--- src/rtl/alu_pkg.sv ---
`default_nettype none
// ============================================================================
// Module   : alu_pkg
// Purpose  : Shared definitions for the ALU instruction sequencer: opcode
//            values, ALU function selects, sequencer state type and the
//            instruction-length helper.
// Ports    : none (package)
// Revision : 1.0 - initial release
// ============================================================================
package alu_pkg;

  // Instruction opcodes (instruction byte bits [7:4])
  localparam logic [3:0] OP_NOP  = 4'b0000;
  localparam logic [3:0] OP_LDI  = 4'b0001;
  localparam logic [3:0] OP_JMP  = 4'b0010;
  localparam logic [3:0] OP_JC   = 4'b0011;
  localparam logic [3:0] OP_OUT  = 4'b0100;
  localparam logic [3:0] OP_NOT  = 4'b0101;
  localparam logic [3:0] OP_SUB  = 4'b0110;
  localparam logic [3:0] OP_JZ   = 4'b0111;
  localparam logic [3:0] OP_ADD  = 4'b1001;
  localparam logic [3:0] OP_AND  = 4'b1011;
  localparam logic [3:0] OP_MOV  = 4'b1100;
  localparam logic [3:0] OP_HALT = 4'b1111;

  // ALU function selects
  localparam logic [3:0] SE_ADD   = 4'b1001;
  localparam logic [3:0] SE_SUB   = 4'b0110;
  localparam logic [3:0] SE_AND   = 4'b1011;
  localparam logic [3:0] SE_NOT   = 4'b0101;
  localparam logic [3:0] SE_PASSD = 4'b0100;
  localparam logic [3:0] SE_PASSS = 4'b1100;

  typedef enum logic [2:0] {
    ST_FETCH  = 3'd0,
    ST_DECODE = 3'd1,
    ST_OPER   = 3'd2,
    ST_EXEC   = 3'd3,
    ST_HALT   = 3'd4
  } state_t;

  // Instructions that carry an operand byte at PC+1
  function automatic logic is_two_byte(input logic [3:0] op);
    return (op == OP_LDI) || (op == OP_JMP) || (op == OP_JC) || (op == OP_JZ);
  endfunction

endpackage
`default_nettype wire

--- src/rtl/seq_regfile.sv ---
`default_nettype none
// ============================================================================
// Module   : seq_regfile
// Purpose  : 4 x 8-bit register file, two asynchronous read ports and one
//            synchronous write port, synchronous active-low clear.
// Ports    : clk, rst_n            - clock / synchronous active-low reset
//            i_we, i_waddr, i_wdata - write port
//            i_raddr_a/o_rdata_a    - read port A
//            i_raddr_b/o_rdata_b    - read port B
// Revision : 1.0 - initial release
// ============================================================================
module seq_regfile (
  input  logic       clk,
  input  logic       rst_n,
  input  logic       i_we,
  input  logic [1:0] i_waddr,
  input  logic [7:0] i_wdata,
  input  logic [1:0] i_raddr_a,
  output logic [7:0] o_rdata_a,
  input  logic [1:0] i_raddr_b,
  output logic [7:0] o_rdata_b
);

  logic [7:0] r_regs [4];

  always_ff @(posedge clk) begin
    if (!rst_n) begin
      for (int i = 0; i < 4; i++) begin
        r_regs[i] <= 8'h00;
      end
    end else if (i_we) begin
      r_regs[i_waddr] <= i_wdata;
    end
  end

  // Reads see the pre-write value, so rd==rs uses the old operand
  assign o_rdata_a = r_regs[i_raddr_a];
  assign o_rdata_b = r_regs[i_raddr_b];

endmodule
`default_nettype wire

--- src/rtl/alu_seq_ctrl.sv ---
`default_nettype none
// ============================================================================
// Module   : alu_seq_ctrl
// Purpose  : Instruction sequencer in front of the 8-bit ALU. Fetches from a
//            synchronous program ROM, decodes, drives the ALU, writes results
//            back to a 4x8 register file and latches carry/zero flags.
// Ports    : clk, rst_n         - clock / synchronous active-low reset
//            run                - advance enable (sampled in FETCH only)
//            rom_addr, rom_data - program ROM (data valid one cycle later)
//            alu_M/se/S/D       - ALU mode, select and operands
//            alu_T/Cf/Zf        - ALU result and flags
//            flag_c, flag_z     - latched flags
//            out_port, out_stb  - output register and its load pulse
//            halted             - high in the HALT state
// Revision : 1.0 - initial release
// ============================================================================
module alu_seq_ctrl
  import alu_pkg::*;
#(
  parameter int              PC_W     = 8,
  parameter logic [PC_W-1:0] RESET_PC = '0
) (
  input  logic            clk,
  input  logic            rst_n,
  input  logic            run,
  output logic [PC_W-1:0] rom_addr,
  input  logic [7:0]      rom_data,
  output logic            alu_M,
  output logic [3:0]      alu_se,
  output logic [7:0]      alu_S,
  output logic [7:0]      alu_D,
  input  logic [7:0]      alu_T,
  input  logic            alu_Cf,
  input  logic            alu_Zf,
  output logic            flag_c,
  output logic            flag_z,
  output logic [7:0]      out_port,
  output logic            out_stb,
  output logic            halted
);

  state_t          r_state;
  state_t          w_next_state;
  logic [PC_W-1:0] r_pc;
  logic [PC_W-1:0] w_pc_next;
  logic [PC_W-1:0] w_pc_inc;
  logic [PC_W-1:0] w_pc_target;
  logic [7:0]      r_ir;
  logic [3:0]      w_op;
  logic [1:0]      w_rd;
  logic [1:0]      w_rs;
  logic [7:0]      w_rs_val;
  logic [7:0]      w_rd_val;
  logic            w_rf_we;
  logic            w_flag_we;
  logic            w_out_load;
  logic            r_flag_c;
  logic            r_flag_z;
  logic [7:0]      r_out_port;
  logic            r_out_stb;

  assign w_op        = r_ir[7:4];
  assign w_rd        = r_ir[3:2];
  assign w_rs        = r_ir[1:0];
  assign w_pc_inc    = r_pc + PC_W'(1);
  assign w_pc_target = PC_W'(rom_data);

  seq_regfile u_regfile (
    .clk       (clk),
    .rst_n     (rst_n),
    .i_we      (w_rf_we),
    .i_waddr   (w_rd),
    .i_wdata   (alu_T),
    .i_raddr_a (w_rs),
    .o_rdata_a (w_rs_val),
    .i_raddr_b (w_rd),
    .o_rdata_b (w_rd_val)
  );

  always_ff @(posedge clk) begin
    if (!rst_n) begin
      r_state <= ST_FETCH;
    end else begin
      r_state <= w_next_state;
    end
  end

  always_comb begin
    w_next_state = r_state;
    w_pc_next    = r_pc;
    alu_M        = 1'b0;
    alu_se       = 4'b0000;
    alu_S        = 8'h00;
    alu_D        = 8'h00;
    w_rf_we      = 1'b0;
    w_flag_we    = 1'b0;
    w_out_load   = 1'b0;
    case (r_state)
      ST_FETCH: begin
        if (run) begin
          w_next_state = ST_DECODE;
        end
      end
      ST_DECODE: begin
        // rom_data holds the instruction byte addressed during FETCH
        w_pc_next    = w_pc_inc;
        w_next_state = is_two_byte(rom_data[7:4]) ? ST_OPER : ST_EXEC;
      end
      ST_OPER: begin
        w_next_state = ST_EXEC;
      end
      ST_EXEC: begin
        w_next_state = (w_op == OP_HALT) ? ST_HALT : ST_FETCH;
        case (w_op)
          OP_ADD, OP_SUB, OP_AND: begin
            alu_M     = 1'b1;
            alu_se    = (w_op == OP_ADD) ? SE_ADD : (w_op == OP_SUB) ? SE_SUB : SE_AND;
            alu_S     = w_rs_val;
            alu_D     = w_rd_val;
            w_rf_we   = 1'b1;
            w_flag_we = 1'b1;
          end
          OP_NOT: begin
            alu_M   = 1'b1;
            alu_se  = SE_NOT;
            alu_D   = w_rd_val;
            w_rf_we = 1'b1;
          end
          OP_MOV: begin
            alu_M   = 1'b1;
            alu_se  = SE_PASSS;
            alu_S   = w_rs_val;
            w_rf_we = 1'b1;
          end
          OP_OUT: begin
            alu_M      = 1'b1;
            alu_se     = SE_PASSD;
            alu_D      = w_rd_val;
            w_out_load = 1'b1;
          end
          // Two-byte ops: PC points at the operand, rom_data holds it now
          OP_LDI: begin
            alu_S     = rom_data;
            w_rf_we   = 1'b1;
            w_pc_next = w_pc_inc;
          end
          OP_JMP: w_pc_next = w_pc_target;
          OP_JC:  w_pc_next = r_flag_c ? w_pc_target : w_pc_inc;
          OP_JZ:  w_pc_next = r_flag_z ? w_pc_target : w_pc_inc;
          default: ;
        endcase
      end
      ST_HALT: begin
        w_next_state = ST_HALT;
      end
      default: begin
        w_next_state = ST_FETCH;
      end
    endcase
  end

  always_ff @(posedge clk) begin
    if (!rst_n) begin
      r_pc       <= RESET_PC;
      r_ir       <= 8'h00;
      r_flag_c   <= 1'b0;
      r_flag_z   <= 1'b0;
      r_out_port <= 8'h00;
      r_out_stb  <= 1'b0;
    end else begin
      r_pc      <= w_pc_next;
      r_out_stb <= w_out_load;
      if (r_state == ST_DECODE) begin
        r_ir <= rom_data;
      end
      if (w_flag_we) begin
        r_flag_c <= alu_Cf;
        r_flag_z <= alu_Zf;
      end
      if (w_out_load) begin
        r_out_port <= alu_T;
      end
    end
  end

  assign rom_addr = r_pc;
  assign flag_c   = r_flag_c;
  assign flag_z   = r_flag_z;
  assign out_port = r_out_port;
  assign out_stb  = r_out_stb;
  assign halted   = (r_state == ST_HALT);

endmodule
`default_nettype wire

--- config.mk ---
export PLATFORM = sky130hd
export DESIGN_NAME = alu_seq_ctrl
export DESIGN_NICKNAME = d
export VERILOG_FILES = /design/src/rtl/alu_pkg.sv /design/src/rtl/seq_regfile.sv /design/src/rtl/alu_seq_ctrl.sv
export SDC_FILE = /design/constraint.sdc
export NUM_CORES = 1
export LEC_CHECK = 0
export CORE_MARGIN = 2
export CORE_UTILIZATION = 45
export CTS_CLUSTER_DIAMETER = 80
export DETAILED_ROUTE_END_ITERATION = 10
export PLACE_DENSITY = 0.78
export REMOVE_ABC_BUFFERS = 1
export SLEW_MARGIN = 20
export SYNTH_ARGS = -nofsm -noshare
export SYNTH_HDL_FRONTEND = slang
export SYNTH_SLANG_ARGS = --single-unit
--- constraint.sdc ---
create_clock -name clk -period 6.63 [get_ports clk]
set_clock_uncertainty 0.1 [all_clocks]
set_input_delay 0.663 -clock clk [delete_from_list [all_inputs] [get_ports clk]]
set_output_delay 0.663 -clock clk [all_outputs]
set_load 0.01 [all_outputs]
==> Changelog: implementation, run 1 <==
## Implementation

* Status: finished, final reports clean
* # clock sinks at 66
* RSZ-0062 raised after global routing: false
* Distinct cells, synth at 49
* Async S/R FF share, synth at 0%
* Initial DRT Pass Iterations at 4
* Antenna Nets Post-Route at 0
* Vias per cell at 5.52
* Slew HR at 43.1%
* Cell Pwr Density at 207 mW/mm2
* CP cell instances: clkdlybuf4s50_1 > clkinv_1 > a211oi_2 > and3b_1 > nand2b_1
* I/O Buffers at 61
* Fp_density at 46.7%
* Final period util at 58.5%
* Yosys Warn Count at 0
* Reg clk slew, reported paths at 0.07 ns
* Global-route wire length before repair at 13400 um
* Tmin final at 3.88 ns
* Avg Inst Size Synth at 10.6 um2
* Initial antenna violation count at 0
* CP max-delay cell: clkdlybuf4s50_1
* TritonCTS buffer count at 9
* Layout area overhead at 23.6%
run 1: report_power, final:
part / switching, mW / total (mW) / internal (mW)
sequential: 0.0319 / 0.476 / 0.444
combinational: 0.0527 / 0.108 / 0.0552
clock: 0.158 / 0.293 / 0.135
total: 0.243 / 0.877 / 0.634
run 1: cell usage after synthesis (2+ instances only):
library cell,number,share of area (%)
a21o_1,2,0.44
inv_1,5,0.55
buf_4,3,0.66
nor2_1,32,3.5
buf_6,2,0.66
a21oi_1,16,2.3
buf_1,2,0.22
o21ai_0,17,2.5
a31oi_1,2,0.37
clkbuf_1,8,0.88
and2_1,32,5.8
a2111oi_2,2,0.88
xor2_1,2,0.51
or3_1,2,0.37
mux2i_1,14,4.1
edfxtp_1,32,28
nand3_1,6,0.88
and2b_1,2,0.44
mux4_2,16,11
a22oi_1,8,1.8
buf_2,3,0.44
o22ai_1,4,0.73
nor4_2,2,0.73
nand2b_1,6,1.1
a211oi_1,2,0.44
dfxtp_1,34,20
nor2b_1,13,2.4
nand2_1,27,3.0
nor3_1,5,0.73
o21a_1,2,0.44
run 1: metal layers:
layer	GRT usage, %	vias to the layer above	wire (um)
met5	0	-	0
met4	7.95	0	133
met3	3.98	14	481
met2	33.9	93	3920
met1	26.9	1264	3480
li1	-	1278	-
run 1: sequential cells by signal (all words and copies together) (netlist names), named ones only:
register / flops
r_ir: 8
flag_z: 1
r_state: 3
u_regfile.r_regs: 32
flag_c: 1
out_port: 8
out_stb: 1
rom_addr: 8
run 1: tightest hold or removal path: stages (launching register included):
cell	delay [ns]
dfxtp_1	0.33
nand2_1	0.06
o22ai_1	0.05
run 1: area by class of cell:
| type | count | area, um2 |
|---|---|---|
| fillers | 603 | 3100 |
| repair buffers | 61 | 611 |
| multi-input cells | 232 | 1660 |
| inverters | 6 | 22.5 |
| flip-flops and latches | 66 | 1640 |
| clock buffers | 9 | 124 |
| well taps | 99 | 124 |
| clock inverters | 7 | 46.3 |
run 1: logic make-up (layout without fill, tap and decap cells):
group	Yosys count	in the layout	share of synthesized area (%)
and+or+nand+nor	136	136	21.0
DFF	66	66	47.9
buffers and inverters	24	83	3.51
adders and majority gates	1	1	0.365
xor gates and xnor gates	3	3	0.767
muxes	31	31	14.9
AOI/OAI and AO/OA	61	61	11.5
run 1: worst paths after layout:
check,startpoint,end,cells after the start
max reg2reg,r_state[1],u_regfile.r_regs[1][6],4
max,rst_n,u_regfile.r_regs[1][6],5
min reg2reg,rom_addr[6],rom_addr[6],2
min,rom_addr[6],rom_addr[6],2
run 1: placed cells by master, fill, tap and decap left out, drive strengths merged, types with 8 or more instances in the layout:
| cell | synthesis | layout |
|---|---|---|
| a21oi | 16 | 16 |
| a22oi | 8 | 8 |
| and2 | 32 | 32 |
| clkbuf | 8 | 9 |
| clkdlybuf4s50 | 0 | 61 |
| clkinv | 1 | 8 |
| dfxtp | 34 | 34 |
| edfxtp | 32 | 32 |
| mux2i | 14 | 14 |
| mux4 | 16 | 16 |
| nand2 | 27 | 27 |
| nor2 | 32 | 32 |
| nor2b | 14 | 14 |
| o21ai | 17 | 17 |
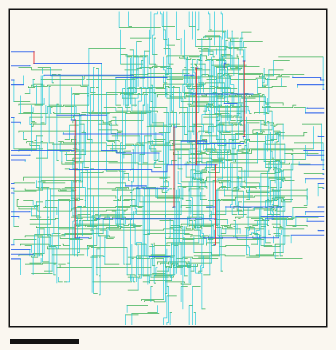
Figure 1: run 1, metal layers overlaid.
The bar under the picture is 20 um long.
- red: M4 (wire length 133 um)
- green: M1 (wire length 3480 um)
- cyan: M2 (wire length 3920 um)
- blue: M3 (wire length 482 um)
routed vias: 2649
WL/cell: 16.7 um
final wirelength: 8010 um
GR Util All Layers: 20.6%

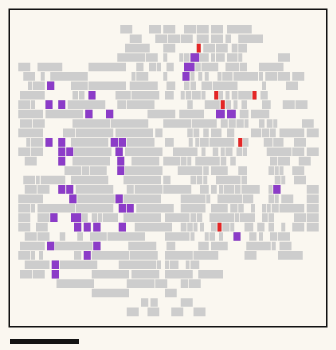
Figure 2: run 1, gate families picked out.
The bar under the picture is 20 um long.
- red: inv cells (cells 6; most used inv_1)
- purple: and/or cells (cells 40; most used and2_1)
final instance count without filler cells: 480
combinational share of cell area: 39.3%
Commonest Layout Cell: clkdlybuf4s50_1

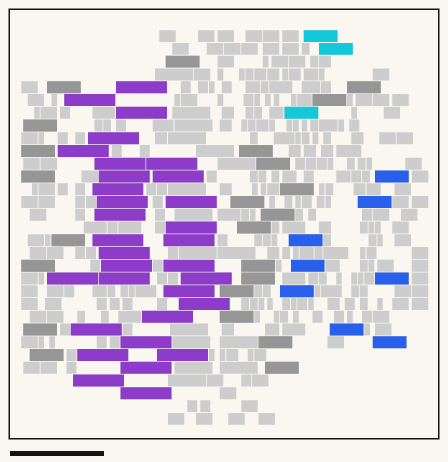
Figure 3: run 1, register map, names as in the netlist.
The bar under the picture is 20 um long. Other sequential cells in the stronger grey, the rest of the logic in the fainter grey.
- cyan: `r_state` (placed flops 3)
- purple: `u_regfile.r_regs` (placed flops 32)
- blue: `rom_addr` (placed flops 8)
- not coloured: 23
power in sequential cells: 476 uW
FF/Latch Area: 0.00164 mm2
flop share of the area: 38.8%
Core Util, Final: 57.7%

Figure 4. Layout detail (run 1).
The bar under the picture is 5 um long. Window x 36 to 56, y 54 to 74 um. Cells in grey, sequential cells in the stronger grey; small squares are vias.
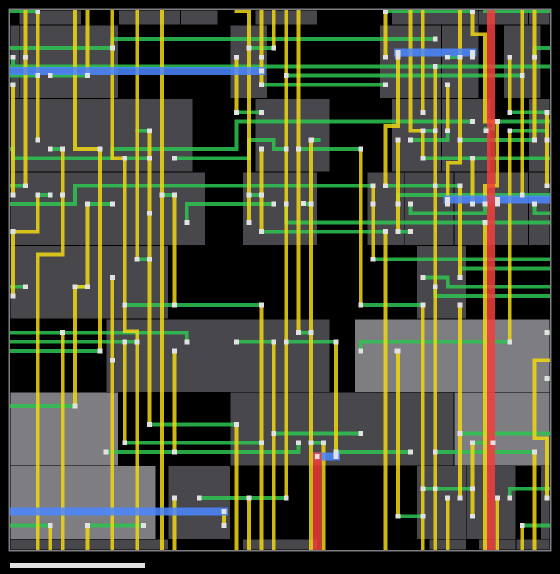

--- run 2 (diff from run 1) ---
clock period = 3.8 ns   (was 6.63 ns; I/O delays follow)
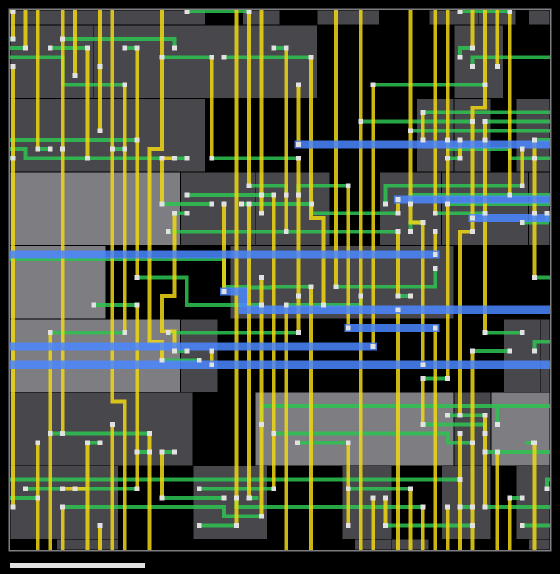
Figure 5: run 2, layout detail.
The bar under the picture is 5 um long. Window x 36 to 56, y 54 to 74 um. Cells in grey, sequential cells in the stronger grey; small squares are vias.
- yellow: M2
- blue: M3
- green: M1
- most frequent: mux4_2 (4), nand2_1 (3), a22oi_1 (3)
- cells with their middle in the window: 20
- netlist names of flops here include: `u_regfile.r_regs` (2), `r_ir` (1)
- sequential cells in the window: 3

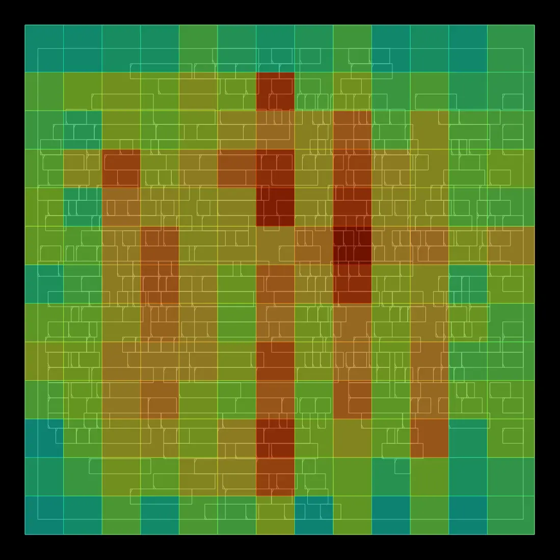
Figure 6: run 2, congestion heat map.
met3 Usage GRT: 3.73%
GR Util met1: 27.7%
M2 GR Usage: 37.2%

==> run 2 against run 1 <==
  * Area after synthesis stayed put
  * Critical endpoint is now alu_S[1]
  * Register-to-register slack worse by 2.9 ns
  * Critical path type is now flip-flop to output pin
  * Final cell count is 0.83% higher
  * Die size is the same
==> Changelog: implementation, run 2 <==
## Implementation

* Status: finished, final reports clean
* Cell taking the most area after synthesis: edfxtp_1
* Largest Register: u_regfile.r_regs
* Avg Inst Size Synth at 10.6 um2
* Initial antenna violation count at 0
* Tmin final at 3.22 ns
* Most Crowded Layer GR: met2
* Global-route wire length before repair at 14200 um
* CP max-delay cell: dfxtp_1
* Initial DRT Pass Iterations at 5
* Vias per cell at 5.53
* Antenna Nets Post-Route at 0
* Main area contributors: edfxtp_1, dfxtp_1, mux4_2, and2_1, mux2i_1
* RSZ-0062 raised after global routing: false
* FF/Latch Area at 0.00164 mm2
* Final instance count without filler cells at 484
* WL/cell at 17.6 um
* Layout area overhead at 25.8%
* Distinct cells, synth at 49
* GR Util All Layers at 21.8%
* Slew HR at 44.6%
-- run 2: cell counts after synthesis --
No cell type changed its count.
-- run 2: worst paths after layout --
path	start	to	slack, ns	cells past startpoint
setup / recovery	r_ir[7]	alu_S[1]	0.58	6
hold reg to reg	r_ir[1]	r_ir[1]	0.39	2
hold / removal	r_ir[1]	r_ir[1]	0.39	2
setup reg to reg	r_state[1]	u_regfile.r_regs[0][6]	0.89	4
-- run 2: layout make-up --
cell class	count	share of cell area [%]
well taps	99	2.87
flip-flops and latches	66	38.1
clock buffers	10	2.96
repair buffers	65	14.9
multi-input cells	232	38.6
clock inverters	6	2.09
inverters	6	0.522
-- run 2: report_power, final --
part / switching (mW) / internal (mW)
Clock: 0.277 / 0.372
Sequential: 0.0549 / 0.775
Combinational: 0.0956 / 0.0993
-- run 2: per-layer routing --
metal | share of wire, % | routed length (um) | vias up
li1 | - | - | 1283
met1 | 40 | 3440 | 1280
met2 | 51 | 4370 | 102
met3 | 6.9 | 591 | 12
met4 | 1.3 | 112 | 0
met5 | 0 | 0 | -
-- run 2: kinds of logic after synthesis --
family          Yosys count  synth area share (%)
buf+inv                  24                  3.51
mux                      31                  14.9
compound gates           61                  11.5
simple gates            136                  21.0
fa+ha+maj                 1                 0.365
xor+xnor                  3                 0.767
flops                    66                  47.9
-- run 2: worst register-to-register path, delay by kind of cell (launching register included) --
kind	cells	cell delay, ns
simple gates	3	1.43
flops	1	0.71
compound gates	1	0.34
-- run 2: stage by stage --
stage	hold slack, ns	area [um2]	setup slack [ns]	total power, mW
2_1_floorplan	0.353	3330	1.51	0.949
3_3_place_gp	0.364	4090	0.975	1.03
3_5_place_dp	0.375	4090	0.849	1.04
4_1_cts	0.386	4310	0.613	1.68
5_1_grt	0.423	4310	0.383	1.74
6_report	0.387	4310	0.579	1.67
Figure 7. Metal layers overlaid (run 2).
The bar under the picture is 20 um long.
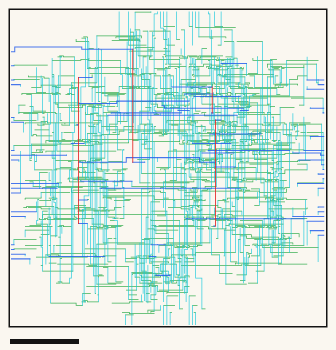

--- run 3 (diff from run 2) ---
clock period = 3.25 ns   (was 3.8 ns; I/O delays follow)
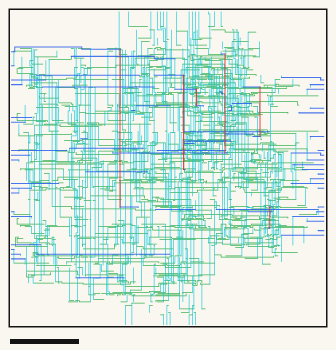
Figure 8: run 3, metal layers overlaid.
The bar under the picture is 20 um long.
- red: M4 (wire length 127 um)
- cyan: M2 (wire length 4440 um)
- green: M1 (wire length 3510 um)
- blue: M3 (wire length 625 um)
GR Util All Layers: 22.7%
WL/cell: 17.7 um
final wirelength: 8700 um
routed vias: 2721

==> run 3 against run 2 <==
  * Critical path depth unchanged
  * Clock-buffer cell count did not move
  * Sequential power increased by 16%
  * Wire length increased by 2.2%
  * Total power rose by 17%
  * Worst setup slack got worse by 0.34 ns
  * Utilization rose by 0.72 points
  * Synthesized cell count unchanged
  * Global-route usage increased by 0.93 points
==> Changelog: implementation, run 3 <==
## Implementation

* Distinct cells, synth at 49
* Share of cells above drive strength 1 at 13.2%
* Status: finished, final reports clean
* Synth logic family: simple AND/OR/NAND/NOR gates
* Initial antenna violation count at 0
* Cell taking the most area after synthesis: edfxtp_1
* Main area contributors: edfxtp_1, dfxtp_1, mux4_2, and2_1, mux2i_1
* Tmin final at 3.01 ns
* TritonCTS buffer count at 9
* Fp_density at 46.7%
* Commonest Layout Cell: clkdlybuf4s50_1
* Antenna Nets Post-Route at 0
* Met3 wire length at 624 um
* I/O Buffers at 61
* Yosys simple share at 21.0%
* Commonest cells post-synth: dfxtp_1, and2_1, edfxtp_1, nor2_1, nand2_1
* Reg clk slew, reported paths at 0.07 ns
* Combinational gate area at 0.00166 mm2
* # clock sinks at 66
* Slew HR at 60.6%
* Met2 wire length at 4440 um
* Synth mux share at 14.9%
* Type of destination of the critical path: output pin
* Power Total at 1.95 mW
* Final period util at 92.6%
* Aoi share at 11.5%
* Fillers at 603
* XOR-XNOR Cells, Area Fraction at 0.767%
* Largest Register: u_regfile.r_regs
* Avg Inst Size Synth at 10.6 um2
* Max FFs per register at 32
* Async S/R FF share, synth at 0%
* Layout area overhead at 27.4%
* Most numerous logic cells after layout: clkdlybuf4s50_1, dfxtp_1, nor2_1, and2_1, edfxtp_1
* RSZ-0062 raised after global routing: false
* Initial DRT Pass Iterations at 5
* Yosys Warn Count at 0
* Global-route wire length before repair at 14400 um
* Max-area cell share at 28.0%
* Cell Pwr Density at 447 mW/mm2
* Synth top cell by count: dfxtp_1
* Static leakage at 1.61 nW
* Vias per cell at 5.53
* M1 WL at 3510 um
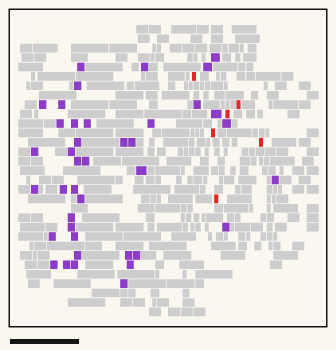
Figure 9: run 3, gate families picked out.
The bar under the picture is 20 um long.
- red: inv cells (cells 6; most used inv_1)
- purple: and/or cells (cells 40; most used and2_1)
combinational share of cell area: 38.1%
final instance count without filler cells: 492

run 3: cell counts after synthesis:
No cell type changed its count.
run 3: routing by layer:
layer | GRT usage, % | up-vias
met5 | 0 | -
met4 | 10.1 | 0
met3 | 5.31 | 13
met2 | 38.3 | 101
met1 | 27.7 | 1309
li1 | - | 1298
run 3: cell families (layout without fill, tap and decap cells):
logic type,after synthesis,after routing
mux,31,31
simple gates,136,136
fa+ha+maj,1,1
compound gates,61,61
buf+inv,24,95
flops,66,66
xor+xnor,3,3
run 3: power breakdown:
group / internal, mW / switching, mW / total [mW]
combinational: 0.123 / 0.127 / 0.250
sequential: 0.907 / 0.0545 / 0.961
clock: 0.427 / 0.314 / 0.741
run 3: worst max-delay path: stages (launching register included):
cell and delay (ns):
dfxtp_1 0.56, nor2b_1 0.25, o21ai_0 0.20, nand2_1 0.34
a22oi_1 0.15, nor2_1 0.18, clkdlybuf4s50_1 0.56
run 3: worst paths after layout:
path,startpoint,end,slack [ns],cells after the start
max reg2reg,r_ir[5],u_regfile.r_regs[0][4],0.92,5
min,r_ir[1],flip-flop,0.39,2
min reg2reg,r_ir[1],flip-flop,0.39,2
max,r_ir[5],alu_S[6],0.24,6
run 3: area by class of cell:
| type | count | area share (%) |
|---|---|---|
| Sequential cell | 66 | 37.7 |
| Clock buffer | 10 | 2.93 |
| Timing Repair Buffer | 73 | 16.1 |
| Multi-Input combinational cell | 232 | 38.1 |
| Tap cell | 99 | 2.84 |
| Clock inverter | 6 | 1.86 |
| Inverter | 6 | 0.516 |
run 3: per-stage QoR:
step                      area, um2  setup WS (ns)  hold WS (ns)  utilization (%)
after floorplan                3330          0.956         0.353                -
after global placement         4150          0.738         0.364             56.6
after detailed placement       4150          0.627         0.386             56.6
after CTS                      4360          0.235         0.392             59.5
after global routing           4360         0.0556         0.434             59.5
final                          4360          0.240         0.386             59.5
Power figures rest on the tool's default switching activity, not on a simulated workload.
